==> src/rtl/svga_sync_gen_pkg.sv <==
// svga_pkg: shared timing defaults, polarity constants and the axis state type
// for the SVGA raster timing generator.
package svga_pkg;

    // 800x600 @ 72 Hz with a 50 MHz pixel clock
    localparam int DEF_H_ACTIVE = 800;
    localparam int DEF_H_FP     = 56;
    localparam int DEF_H_SYNC   = 120;
    localparam int DEF_H_BP     = 64;
    localparam int DEF_V_ACTIVE = 600;
    localparam int DEF_V_FP     = 37;
    localparam int DEF_V_SYNC   = 6;
    localparam int DEF_V_BP     = 23;

    // Coordinate widths seen by consumers of the timing bus
    localparam int COL_W = 11;
    localparam int ROW_W = 10;

    // Asserted level of the sync outputs
    localparam logic SYNC_POS = 1'b1;
    localparam logic SYNC_NEG = 1'b0;

    // Region of one raster axis, in scan order
    typedef enum logic [1:0] {
        ACTIVE = 2'd0,
        FRONT  = 2'd1,
        SYNC   = 2'd2,
        BACK   = 2'd3
    } axis_state_t;

endpackage

==> src/rtl/svga_sync_gen_if.sv <==
// svga_sync_gen_if: raster timing bus between the sync generator (master)
// and its consumers such as the frame renderer and latency metrics (slave).
interface svga_sync_gen_if;
    import svga_pkg::*;

    logic             en;
    logic             H_SYNC_O;
    logic             V_SYNC_O;
    logic             BLANK;
    logic [COL_W-1:0] col;
    logic [ROW_W-1:0] row;
    logic             line_start;
    logic             frame_start;

    modport master (
        input  en,
        output H_SYNC_O, V_SYNC_O, BLANK, col, row, line_start, frame_start
    );

    modport slave (
        output en,
        input  H_SYNC_O, V_SYNC_O, BLANK, col, row, line_start, frame_start
    );

endinterface

==> src/rtl/svga_sync_gen_sync_axis.sv <==
// sync_axis: one raster axis (horizontal or vertical). Holds the position
// counter, the ACTIVE/FRONT/SYNC/BACK region FSM and the registered sync
// decode. The in-active decode is offered for the value about to be loaded so
// the parent can register it in lockstep with the counter.
module sync_axis
    import svga_pkg::*;
#(
    parameter int   ACT_LEN  = 800,
    parameter int   FP_LEN   = 56,
    parameter int   SYNC_LEN = 120,
    parameter int   BP_LEN   = 64,
    parameter int   W        = 11,
    parameter logic POL      = SYNC_POS
) (
    input  logic         clk,
    input  logic         rst_l,
    input  logic         i_step,
    output logic [W-1:0] o_count,
    output logic         o_advance,
    output logic         o_wrap,
    output logic         o_sync,
    output logic         o_activeNext
);

    localparam int TOTAL = ACT_LEN + FP_LEN + SYNC_LEN + BP_LEN;

    localparam logic [W-1:0] LAST     = W'(TOTAL - 1);
    localparam logic [W-1:0] FRONT_AT = W'(ACT_LEN);
    localparam logic [W-1:0] SYNC_AT  = W'(ACT_LEN + FP_LEN);
    localparam logic [W-1:0] BACK_AT  = W'(ACT_LEN + FP_LEN + SYNC_LEN);
    localparam logic [W-1:0] ONE      = W'(1);

    logic [W-1:0] r_count;
    logic [W-1:0] w_countNext;
    axis_state_t  r_state;
    axis_state_t  w_stateNext;
    logic         r_sync;

    assign o_advance    = i_step;
    assign o_wrap       = i_step && (r_count == LAST);
    assign o_count      = r_count;
    assign o_sync       = r_sync;
    assign o_activeNext = (w_stateNext == ACTIVE);

    // Position for the next edge: count up, wrap to 0 after the last position
    always_comb begin
        w_countNext = r_count;
        if (i_step) begin
            w_countNext = o_wrap ? '0 : (r_count + ONE);
        end
    end

    // Position counter register
    always_ff @(posedge clk or negedge rst_l) begin
        if (!rst_l) begin
            r_count <= '0;
        end else begin
            r_count <= w_countNext;
        end
    end

    // Region FSM state register
    always_ff @(posedge clk or negedge rst_l) begin
        if (!rst_l) begin
            r_state <= ACTIVE;
        end else begin
            r_state <= w_stateNext;
        end
    end

    // Region FSM next state: regions change only when the position lands on a boundary
    always_comb begin
        w_stateNext = r_state;
        if (i_step) begin
            if (w_countNext == '0) begin
                w_stateNext = ACTIVE;
            end else if (w_countNext == FRONT_AT) begin
                w_stateNext = FRONT;
            end else if (w_countNext == SYNC_AT) begin
                w_stateNext = SYNC;
            end else if (w_countNext == BACK_AT) begin
                w_stateNext = BACK;
            end
        end
    end

    // Sync output is registered from the next region so it never lags the counter
    always_ff @(posedge clk or negedge rst_l) begin
        if (!rst_l) begin
            r_sync <= ~POL;
        end else if (i_step) begin
            r_sync <= (w_stateNext == SYNC) ? POL : ~POL;
        end
    end

endmodule

==> src/rtl/svga_sync_gen.sv <==
// svga_sync_gen: SVGA raster timing generator. Two sync_axis instances form a
// column/row counter pair; the row axis advances when the column axis wraps.
// Every output on the bus is a flop updated on the same edge as col/row.
module svga_sync_gen
    import svga_pkg::*;
#(
    parameter int   H_ACTIVE = DEF_H_ACTIVE,
    parameter int   H_FP     = DEF_H_FP,
    parameter int   H_SYNC   = DEF_H_SYNC,
    parameter int   H_BP     = DEF_H_BP,
    parameter int   V_ACTIVE = DEF_V_ACTIVE,
    parameter int   V_FP     = DEF_V_FP,
    parameter int   V_SYNC   = DEF_V_SYNC,
    parameter int   V_BP     = DEF_V_BP,
    parameter logic SYNC_POL = SYNC_POS
) (
    input logic             clk,
    input logic             rst_l,
    svga_sync_gen_if.master bus
);

    localparam int H_TOTAL = H_ACTIVE + H_FP + H_SYNC + H_BP;
    localparam int V_TOTAL = V_ACTIVE + V_FP + V_SYNC + V_BP;

    // Geometry must fit the coordinate widths of the bus
    generate
        if (H_TOTAL > (1 << COL_W)) begin : g_hTooLarge
            $error("svga_sync_gen: H_TOTAL exceeds the column counter range");
        end
        if (V_TOTAL > (1 << ROW_W)) begin : g_vTooLarge
            $error("svga_sync_gen: V_TOTAL exceeds the row counter range");
        end
    endgenerate

    logic [COL_W-1:0] w_col;
    logic [ROW_W-1:0] w_row;
    logic             w_hAdvance;
    logic             w_hWrap;
    logic             w_hSync;
    logic             w_hActNext;
    logic             w_vAdvance;
    logic             w_vWrap;
    logic             w_vSync;
    logic             w_vActNext;
    logic             r_blank;
    logic             r_lineStart;
    logic             r_frameStart;

    sync_axis #(
        .ACT_LEN  (H_ACTIVE),
        .FP_LEN   (H_FP),
        .SYNC_LEN (H_SYNC),
        .BP_LEN   (H_BP),
        .W        (COL_W),
        .POL      (SYNC_POL)
    ) u_hAxis (
        .clk          (clk),
        .rst_l        (rst_l),
        .i_step       (bus.en),
        .o_count      (w_col),
        .o_advance    (w_hAdvance),
        .o_wrap       (w_hWrap),
        .o_sync       (w_hSync),
        .o_activeNext (w_hActNext)
    );

    sync_axis #(
        .ACT_LEN  (V_ACTIVE),
        .FP_LEN   (V_FP),
        .SYNC_LEN (V_SYNC),
        .BP_LEN   (V_BP),
        .W        (ROW_W),
        .POL      (SYNC_POL)
    ) u_vAxis (
        .clk          (clk),
        .rst_l        (rst_l),
        .i_step       (w_hWrap),
        .o_count      (w_row),
        .o_advance    (w_vAdvance),
        .o_wrap       (w_vWrap),
        .o_sync       (w_vSync),
        .o_activeNext (w_vActNext)
    );

    // Blanking follows the regions both axes are about to enter; holds while stalled
    always_ff @(posedge clk or negedge rst_l) begin
        if (!rst_l) begin
            r_blank <= 1'b0;
        end else if (w_hAdvance) begin
            r_blank <= ~(w_hActNext & w_vActNext);
        end
    end

    // Line/frame pulses mark the edge on which the coordinates wrapped
    always_ff @(posedge clk or negedge rst_l) begin
        if (!rst_l) begin
            r_lineStart  <= 1'b0;
            r_frameStart <= 1'b0;
        end else begin
            r_lineStart  <= w_hWrap;
            r_frameStart <= w_vAdvance & w_vWrap;
        end
    end

    assign bus.col         = w_col;
    assign bus.row         = w_row;
    assign bus.H_SYNC_O    = w_hSync;
    assign bus.V_SYNC_O    = w_vSync;
    assign bus.BLANK       = r_blank;
    assign bus.line_start  = r_lineStart;
    assign bus.frame_start = r_frameStart;

endmodule

==> src/flat_wrapper.sv <==
// flat-port wrapper written by rule: the top's interface ports become plain ports
module svga_sync_gen_flat import svga_pkg::*;
#(
    parameter int   H_ACTIVE = DEF_H_ACTIVE,
    parameter int   H_FP     = DEF_H_FP,
    parameter int   H_SYNC   = DEF_H_SYNC,
    parameter int   H_BP     = DEF_H_BP,
    parameter int   V_ACTIVE = DEF_V_ACTIVE,
    parameter int   V_FP     = DEF_V_FP,
    parameter int   V_SYNC   = DEF_V_SYNC,
    parameter int   V_BP     = DEF_V_BP,
    parameter logic SYNC_POL = SYNC_POS
)
  (clk, rst_l, bus_en, bus_H_SYNC_O, bus_V_SYNC_O, bus_BLANK, bus_col, bus_row, bus_line_start, bus_frame_start);
  svga_sync_gen_if bus_i ();
  input logic clk;
  input logic rst_l;
  input wire logic [$bits(bus_i.en)-1:0] bus_en;
  output wire logic [$bits(bus_i.H_SYNC_O)-1:0] bus_H_SYNC_O;
  output wire logic [$bits(bus_i.V_SYNC_O)-1:0] bus_V_SYNC_O;
  output wire logic [$bits(bus_i.BLANK)-1:0] bus_BLANK;
  output wire logic [$bits(bus_i.col)-1:0] bus_col;
  output wire logic [$bits(bus_i.row)-1:0] bus_row;
  output wire logic [$bits(bus_i.line_start)-1:0] bus_line_start;
  output wire logic [$bits(bus_i.frame_start)-1:0] bus_frame_start;
  assign bus_i.en = bus_en;
  assign bus_H_SYNC_O = bus_i.H_SYNC_O;
  assign bus_V_SYNC_O = bus_i.V_SYNC_O;
  assign bus_BLANK = bus_i.BLANK;
  assign bus_col = bus_i.col;
  assign bus_row = bus_i.row;
  assign bus_line_start = bus_i.line_start;
  assign bus_frame_start = bus_i.frame_start;
  svga_sync_gen #(.H_ACTIVE(H_ACTIVE), .H_FP(H_FP), .H_SYNC(H_SYNC), .H_BP(H_BP), .V_ACTIVE(V_ACTIVE), .V_FP(V_FP), .V_SYNC(V_SYNC), .V_BP(V_BP), .SYNC_POL(SYNC_POL)) u_core (.clk(clk), .rst_l(rst_l), .bus(bus_i));
endmodule
==> config.mk <==
export PLATFORM = sky130hd
export DESIGN_NAME = svga_sync_gen_flat
export DESIGN_NICKNAME = d
export VERILOG_FILES = /design/src/rtl/svga_sync_gen_pkg.sv /design/src/rtl/svga_sync_gen_if.sv /design/src/rtl/svga_sync_gen_sync_axis.sv /design/src/rtl/svga_sync_gen.sv /design/src/flat_wrapper.sv
export SDC_FILE = /design/constraint.sdc
export NUM_CORES = 1
export LEC_CHECK = 0
export CORE_UTILIZATION = 35
export DETAILED_ROUTE_END_ITERATION = 12
export SETUP_SLACK_MARGIN = 0.3
export SLEW_MARGIN = 5
export SYNTH_ARGS = -nofsm -noshare
export SYNTH_HDL_FRONTEND = slang
export SYNTH_HIERARCHICAL = 1
export SYNTH_SLANG_ARGS = --single-unit
export TNS_END_PERCENT = 100
==> constraint.sdc <==
create_clock -name clk -period 4.45 [get_ports clk]
set_input_delay 0.6675 -clock clk [delete_from_list [all_inputs] [get_ports clk]]
set_output_delay 0.6675 -clock clk [all_outputs]
set_load 0.05 [all_outputs]
Figure 1. Cells coloured by class.
The bar under the picture is 20 um long. Fill, decap, tap and diode cells in grey.
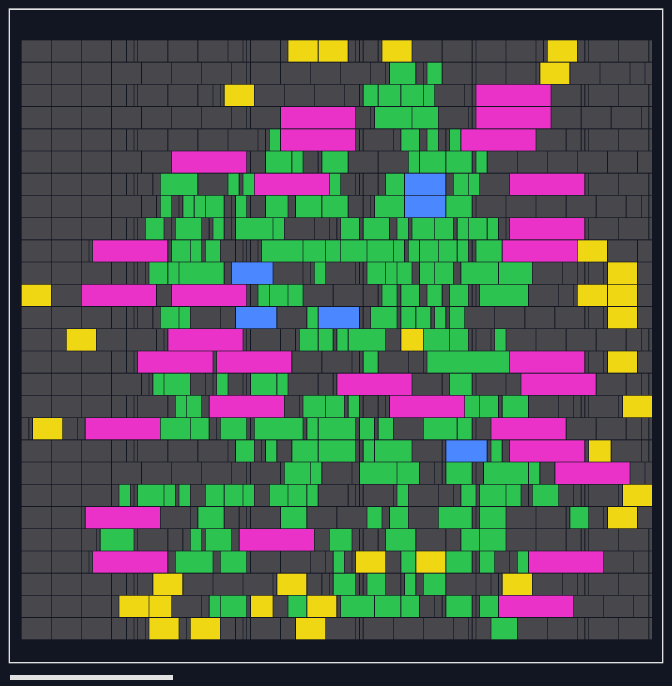
Key: clock drivers and dummy loads = blue [cells 6, share of their area 3.4%]; combinational and other logic = green [cells 186, share of their area 53%]; flops = magenta [cells 30, share of their area 31%]; other buffers and delay cells = yellow [cells 32, share of their area 13%]
# rows: 27
Seq area share: 0.3003

==> impl_metrics.ini <==
; generated from flow reports
[die]
tap-cell-count = 72
io_pins = 29

[yosys]
edf_count = 0
syn_nets = 235
async_reset_ff_frac = 1.000

[grt]
antenna_found_initial = 0
grt_max_degree = 31
grt_usage = 0.1720
grt.overflow.total = 0
grt_use_met1 = 0.2419

[critical_path]
critPathKind = reg2reg
critPathMaxFanout = 10
cp.required_ps = 4610
critPathSlowestCell = or4b_1
cp-end-kind = flop
rr_worst_depth = 11
rr_endpoint = u_core/bus.BLANK$_DFFE_PN0P_
worstSetupStartpoint = u_core/u_hAxis/o_count[7]$_DFF_PN0_

[sta]
finalSetupViolCount = 0
rsz0062_at_grt = false
fin_tns_setup_ps = 0
hold_viol_final = 0
drv_slew = 0
holdWs_ps = 499.6
clock_skew_ps = 7.809

[min_path]
hold_end = u_core/u_vAxis/o_sync$_DFFE_PN0P_
min_path_type = reg2reg

[final_layout]
final_cells = 326
final-nonclk-buf-share = 0.1241
fin_area_um2 = 2500
comb_cells = 166
nNonClkInverters = 20

[place]
hpwl_um = 3624
port_buffers = 28

[pwr]
seqPwrFrac = 0.385
p_leak_nw = 0.9957
total_power_uw = 952.5
swShare = 0.4038
p_comb_frac = 0.393
p_sw_uw = 384.6

[routing]
first_iter_violations = 205
ant_nets = 0
via_count = 1806

[clocking]
cts_hold_buf = 0
ctsHtreeMaxLevel = 2
root_buffer = clkbuf_8
clock_path_buffers = 2

[status]
outcome = finished clean
Figure 2. Floorplan with the power grid.
Pins as bars on the die edge. Tap cells in grey.
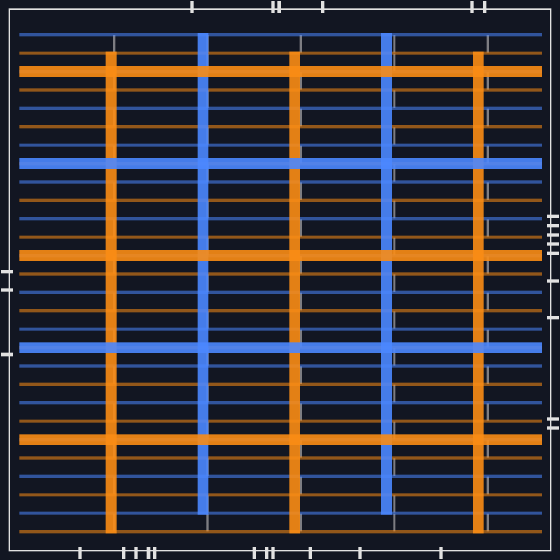
Key: VSS = orange; VDD = blue
28 met1 rails follow the rows. 5 straps on met5. 5 straps on met4. 72 tap cells.
maximum VDD drop: 0.0002296 V
Die X: 79.82 um
total core area: 5675 um^2

==> flip-flops by register name, summed over array words and instances, names as in the netlist, named ones only <==
name                    flops
u_core/bus.BLANK            1
u_core/bus.frame_start      1
u_core/bus.line_start       1
u_core/u_hAxis/o_count     11
u_core/u_hAxis/o_sync       1
u_core/u_hAxis/r_state      1
u_core/u_vAxis/o_count     10
u_core/u_vAxis/o_sync       1
u_core/u_vAxis/r_state      1
==> synthesized netlist by cell type (all sizes together), types with 2 or more instances <==
| cell | n | share of area |
|---|---|---|
| a211oi | 2 | 0.0071 |
| a21oi | 5 | 0.012 |
| a311oi | 2 | 0.0083 |
| a31o | 2 | 0.0083 |
| a31oi | 7 | 0.021 |
| a41oi | 2 | 0.0083 |
| and2 | 2 | 0.0059 |
| and3 | 5 | 0.017 |
| and4 | 6 | 0.025 |
| buf | 11 | 0.044 |
| clkbuf | 2 | 0.0041 |
| dfrtp | 30 | 0.35 |
| ha | 3 | 0.018 |
| inv | 19 | 0.034 |
| nand2 | 16 | 0.028 |
| nand3 | 12 | 0.028 |
| nand4 | 8 | 0.024 |
| nand4b | 3 | 0.012 |
| nor2 | 20 | 0.035 |
| nor3 | 6 | 0.019 |
| nor4 | 5 | 0.021 |
| o211ai | 2 | 0.0094 |
| o21ai | 2 | 0.0047 |
| o22ai | 2 | 0.0089 |
| o31ai | 2 | 0.012 |
| or2 | 3 | 0.0089 |
| or3 | 5 | 0.015 |
| or3b | 3 | 0.014 |
| or4 | 3 | 0.012 |
| or4b | 2 | 0.011 |
| xnor2 | 12 | 0.050 |
| xor2 | 5 | 0.021 |
==> kinds of logic after synthesis <==
logic type,count (synthesis),synth area share
mux,2,0.01004
flops,30,0.3542
fa+ha+maj,3,0.01771
simple gates,103,0.2999
buf+inv,33,0.08441
compound gates,41,0.1635
xor+xnor,17,0.07025
